===== src/rtl/prio_sel_pipe.sv =====
// Fixed-priority (MSB-first) condition selector behind a 2-entry skid buffer.
// Optional saturating hit counter built when PRIO_SEL_HIT_CNT_EN is defined.
module prio_sel_pipe #(
    parameter int CTRL_W = 4,
    parameter int CNT_W  = 8,
    localparam int IDX_W = $clog2(CTRL_W)
) (
    input  logic              clk,
    input  logic              rst_n,
    input  logic              in_valid,
    output logic              in_ready,
    input  logic [CTRL_W-1:0] in_ctrl,
    output logic              out_valid,
    input  logic              out_ready,
    output logic [IDX_W-1:0]  out_idx,
    output logic              out_hit,
    output logic [CTRL_W-1:0] out_onehot,
    input  logic              clr_cnt,
    output logic [CNT_W-1:0]  hit_cnt
);

    typedef struct packed {
        logic [IDX_W-1:0]  idx;
        logic              hit;
        logic [CTRL_W-1:0] onehot;
    } res_t;

    typedef enum logic [1:0] {EMPTY, ONE, TWO} state_t;

    state_t state;
    res_t   res, head, tail;
    logic   in_fire, out_fire;

    assign in_fire  = in_valid & in_ready;
    assign out_fire = out_valid & out_ready;

    // Ascending scan: the last set bit seen is the highest, matching an
    // MSB-first if/else-if chain.
    always_comb begin
        res = '0;
        for (int i = 0; i < CTRL_W; i++) begin
            if (in_ctrl[i]) begin
                res.idx = IDX_W'(i);
                res.hit = 1'b1;
            end
        end
        res.onehot = res.hit ? (CTRL_W'(1) << res.idx) : '0;
    end

    always_ff @(posedge clk) begin
        if (!rst_n) begin
            state     <= EMPTY;
            in_ready  <= 1'b0;
            out_valid <= 1'b0;
            head      <= '0;
            tail      <= '0;
        end else begin
            in_ready <= 1'b1;
            case (state)
                EMPTY: begin
                    if (in_fire) begin
                        head      <= res;
                        out_valid <= 1'b1;
                        state     <= ONE;
                    end
                end
                ONE: begin
                    if (in_fire && out_fire) begin
                        head <= res;
                    end else if (in_fire) begin
                        tail     <= res;
                        in_ready <= 1'b0;
                        state    <= TWO;
                    end else if (out_fire) begin
                        out_valid <= 1'b0;
                        state     <= EMPTY;
                    end
                end
                TWO: begin
                    if (out_fire) begin
                        head  <= tail;
                        state <= ONE;
                    end else begin
                        in_ready <= 1'b0;
                    end
                end
                default: begin
                    out_valid <= 1'b0;
                    state     <= EMPTY;
                end
            endcase
        end
    end

    assign out_idx    = head.idx;
    assign out_hit    = head.hit;
    assign out_onehot = head.onehot;

`ifdef PRIO_SEL_HIT_CNT_EN
    logic [CNT_W-1:0] cnt;

    always_ff @(posedge clk) begin
        if (!rst_n || clr_cnt)
            cnt <= '0;
        else if (out_fire && out_hit && (cnt != '1))
            cnt <= cnt + 1'b1;
    end

    assign hit_cnt = cnt;
`else
    logic unused_clr;
    assign unused_clr = clr_cnt;
    assign hit_cnt    = '0;
`endif

endmodule


===== config.mk =====
export PLATFORM = sky130hd
export DESIGN_NAME = prio_sel_pipe
export DESIGN_NICKNAME = d
export VERILOG_FILES = /design/src/rtl/prio_sel_pipe.sv
export SDC_FILE = /design/constraint.sdc
export NUM_CORES = 1
export LEC_CHECK = 0
export CAP_MARGIN = 20
export CORE_MARGIN = 4
export CORE_UTILIZATION = 50
export CTS_BUF_LIST = sky130_fd_sc_hd__clkbuf_4 sky130_fd_sc_hd__clkbuf_8
export DETAILED_ROUTE_END_ITERATION = 8
export PLACE_DENSITY = 0.8
export RECOVER_POWER = 50
export SETUP_SLACK_MARGIN = 0.3
export SYNTH_ARGS = -nofsm -noshare
export SYNTH_HDL_FRONTEND = slang
export SYNTH_SLANG_ARGS = --single-unit

===== constraint.sdc =====
create_clock -name clk -period 2.3 [get_ports clk]
set_input_delay 0.46 -clock clk [delete_from_list [all_inputs] [get_ports clk]]
set_output_delay 0.46 -clock clk [all_outputs]
set_load 0.1 [all_outputs]

Fig. 1: the clock network
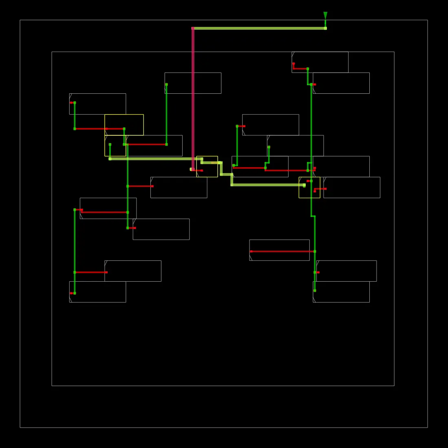
layout clock buffer count: 4
Worst-Skew Late Latency: 290 ps
Worst Skew: 2.41 ps
flop count: 18
CTS buffer count: 3

Fig. 2: routed metal per tile
The die is cut into 11 by 11 equal tiles; dark blue is low, red is high, scaled to the fullest tile. Values are wire area over tile area, all layers added.
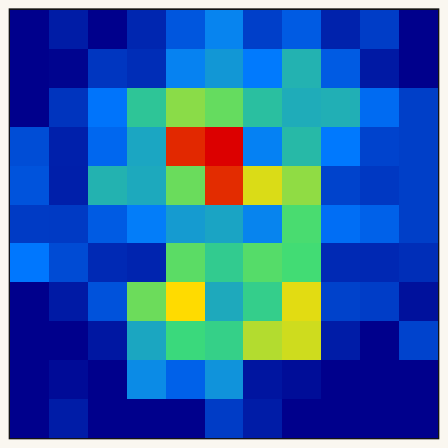
mean over tiles	0.11
densest ninth of the die	center
nearly empty tiles	20%
emptiest ninth of the die	lower left
tiles over half the peak	14%
fullest tile	0.47

Fig. 3: register map, names as in the netlist
Bar = 20 um.
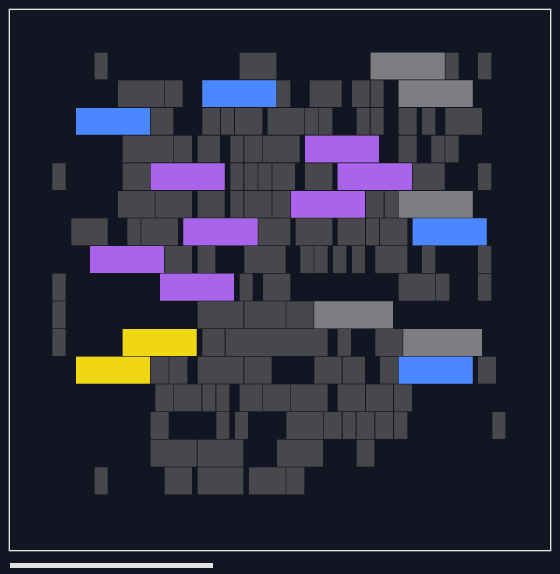
color	signal	flops
purple	`tail`	7
blue	`out_onehot`	4
yellow	`state`	2
not colored	5

Fig. 4: nets reached from selected ports
Bar = 20 um.
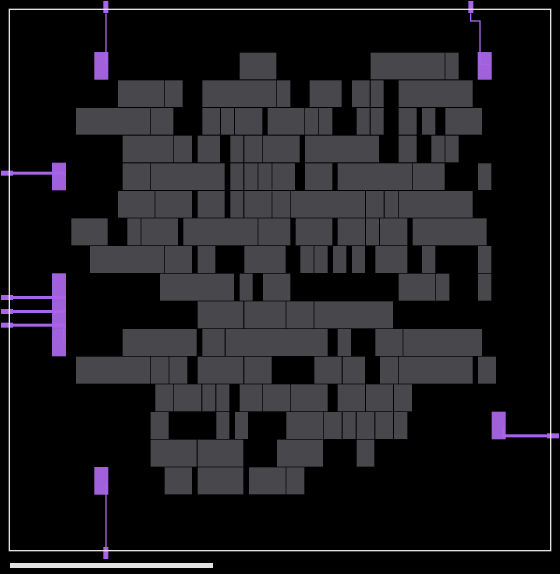
color	port	direction	edge	end cells	buffers	wire
purple	`hit_cnt`	output	4 left, 2 top, 1 bottom, 1 right	8	0	44.6 um

Fig. 5: signal wires by layer
Two of the layers only.
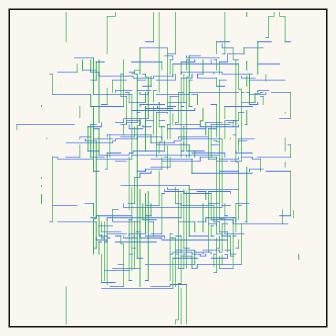
color	layer	wire length
blue	met1	790 um
green	met2	912 um

==> impl_metrics.env <==
# source this file to load flow results
export IMPL_p_seq_share_pct=27.8
export IMPL_final_nets=151
export IMPL_overflow=0
export IMPL_cp_top_family="buffers and inverters"
export IMPL_layout_nonclk_buf_share_pct=12.2
export IMPL_p_seq_mw=0.470
export IMPL_fmax_ghz=0.511
export IMPL_placed_cells=159
export IMPL_combPwrFrac_pct=61.0
export IMPL_drt_wirelength_per_cell_um=11.4
export IMPL_arrival_ps=1500
export IMPL_worstHoldEndpoint="out_idx[1]"
export IMPL_crit_required_ps=1840
export IMPL_yosys_area_top_type="dfxtp_1"
export IMPL_grt_pass1_wl_mm=3.14
export IMPL_setup_viol_count_final=0
export IMPL_die_y_um=53.1
export IMPL_final_core_util_pct=59.8
export IMPL_finalClockPeriodUsage_pct=85.1
export IMPL_min_from="out_idx[1]"
export IMPL_drv_slew=0
export IMPL_nonClockBufferCount=21
export IMPL_synthMuxAreaShare_pct=2.95
export IMPL_cp_slowest_stage_delay_ps=860
export IMPL_rsz0062_at_grt="false"
export IMPL_antenna_found_initial=0
export IMPL_regArea_um2=363
export IMPL_logic_area_um2=568
export IMPL_critPathKind="flip-flop to primary output"
export IMPL_p_leak_nw=0.437
export IMPL_finalHoldViolations=0
export IMPL_holdWs_ps=463
export IMPL_slew_headroom_pct=22.8
export IMPL_setup_worst_path_end_class="primary output"
export IMPL_fin_crit_ps=1960
export IMPL_critPathLaunch="out_hit"
export IMPL_dp_hpwl_mm=1.43
export IMPL_dpl_cell_area_um2=1160
export IMPL_logic_gates=88
export IMPL_inverters=5
export IMPL_syn_avg_cell_area_um2=8.55
export IMPL_clock_sinks=18
export IMPL_synth_area_um2=1020
export IMPL_synth_simple_area_share_pct=20.2
export IMPL_htreeDepth=1
export IMPL_antenna_cells=0
export IMPL_num_vias=861
export IMPL_grt_busiest_layer="met2"
export IMPL_synth_edff_count=0
export IMPL_cts_tree="built"
export IMPL_grtUsageMet2_pct=25.4
export IMPL_sh_seq_area_pct=31.3
export IMPL_yosysMostFrequentCell="dfxtp_1"
export IMPL_dr_pass1_iters=7
export IMPL_synth_top_cells_by_count="dfxtp_1, nand2_1, nor2_1"
export IMPL_met3_usage_pct=5.07
export IMPL_path_clk_slew_ps=100
export IMPL_routed_wl_met2_um=912
export IMPL_powerComb_mw=1.03
export IMPL_grt_max_degree=16
export IMPL_postSynthCellCount=119
export IMPL_grt_util_all_layers_pct=15.3
export IMPL_ys_flop_type="dfxtp_1"
export IMPL_drc=0
export IMPL_fin_cells=163
export IMPL_dr_wl_met3_um=119
export IMPL_routed_wl_mm=1.86
export IMPL_crit_path_max_fanout=2
export IMPL_die_area_um2=2820
export IMPL_drt_initial_drc_count=9
export IMPL_cp_depth=1
export IMPL_yosysTopAreaCellShare_pct=35.4
export IMPL_yosys_area_share_aoi_pct=23.6
export IMPL_postCtsHoldBufs=0
export IMPL_cp_slowest_cell="clkbuf_1"
export IMPL_post_place_ws_ps=116
export IMPL_fill_cells=176
export IMPL_drv_cap=0
export IMPL_ctsResizeCount=0
export IMPL_largest_reg_flops=7
export IMPL_final_cell_mix="dfxtp_1, nand2_1, nor2_1"
export IMPL_final_layout_size_suffix_gt1_share_pct=16.2
export IMPL_sw_frac_of_total_pct=56.6
export IMPL_finalInstanceArea_um2=1160
export IMPL_power_density_nw_per_um2=1460
export IMPL_r2r_slack_ps=410
export IMPL_comb_cell_share_pct=48.9
export IMPL_logic_family="AND-OR/OR-AND gates"
export IMPL_cts_setup_buffers=0
export IMPL_status="finished clean"
export IMPL_ys_sh_adder_pct=6.15
export IMPL_rows=16
export IMPL_gp_congestion=0.797
export IMPL_final_setup_tns_ps=0
export IMPL_yosys_area_um2=1020
export IMPL_tool_warnings=32
export IMPL_io_pins=26
export IMPL_power_total_mw=1.69
export IMPL_ys_flops=18
export IMPL_coreArea_um2=1940
export IMPL_p_switching_mw=0.957
export IMPL_reg2reg_to="state[1]"
export IMPL_clkCellAreaFrac_pct=3.13
export IMPL_yosysSeqAreaShare_pct=35.4
export IMPL_grt_pass1_vias=727
export IMPL_hold_path_depth=2
export IMPL_ir_drop_uv=840
export IMPL_yosys_cell_types_count=40
export IMPL_power_leader="combinational cells"
export IMPL_top_cells_by_area="dfxtp_1, ha_1, buf_4"
export IMPL_largest_register="tail"
export IMPL_async_reset_ff_share_pct=0
export IMPL_tapCellCount=27
export IMPL_cp_start_kind="flip-flop"
export IMPL_routed_via_density=5.28
export IMPL_antenna_left=0
export IMPL_fp_util_pct=52.4
export IMPL_fin_ws_ps=344
export IMPL_syn2layout_area_growth_pct=14.1
export IMPL_xor_share_pct=0
export IMPL_ff2ff_path_depth=6
export IMPL_synth_warnings=0
export IMPL_cts_root_buf="clkbuf_4"
export IMPL_crit_end="out_hit"
export IMPL_wl_met1_um=789
export IMPL_pg_clk_mw=0.189
export IMPL_hp_class="flip-flop to flip-flop"
export IMPL_crit_chain="clkbuf_1"
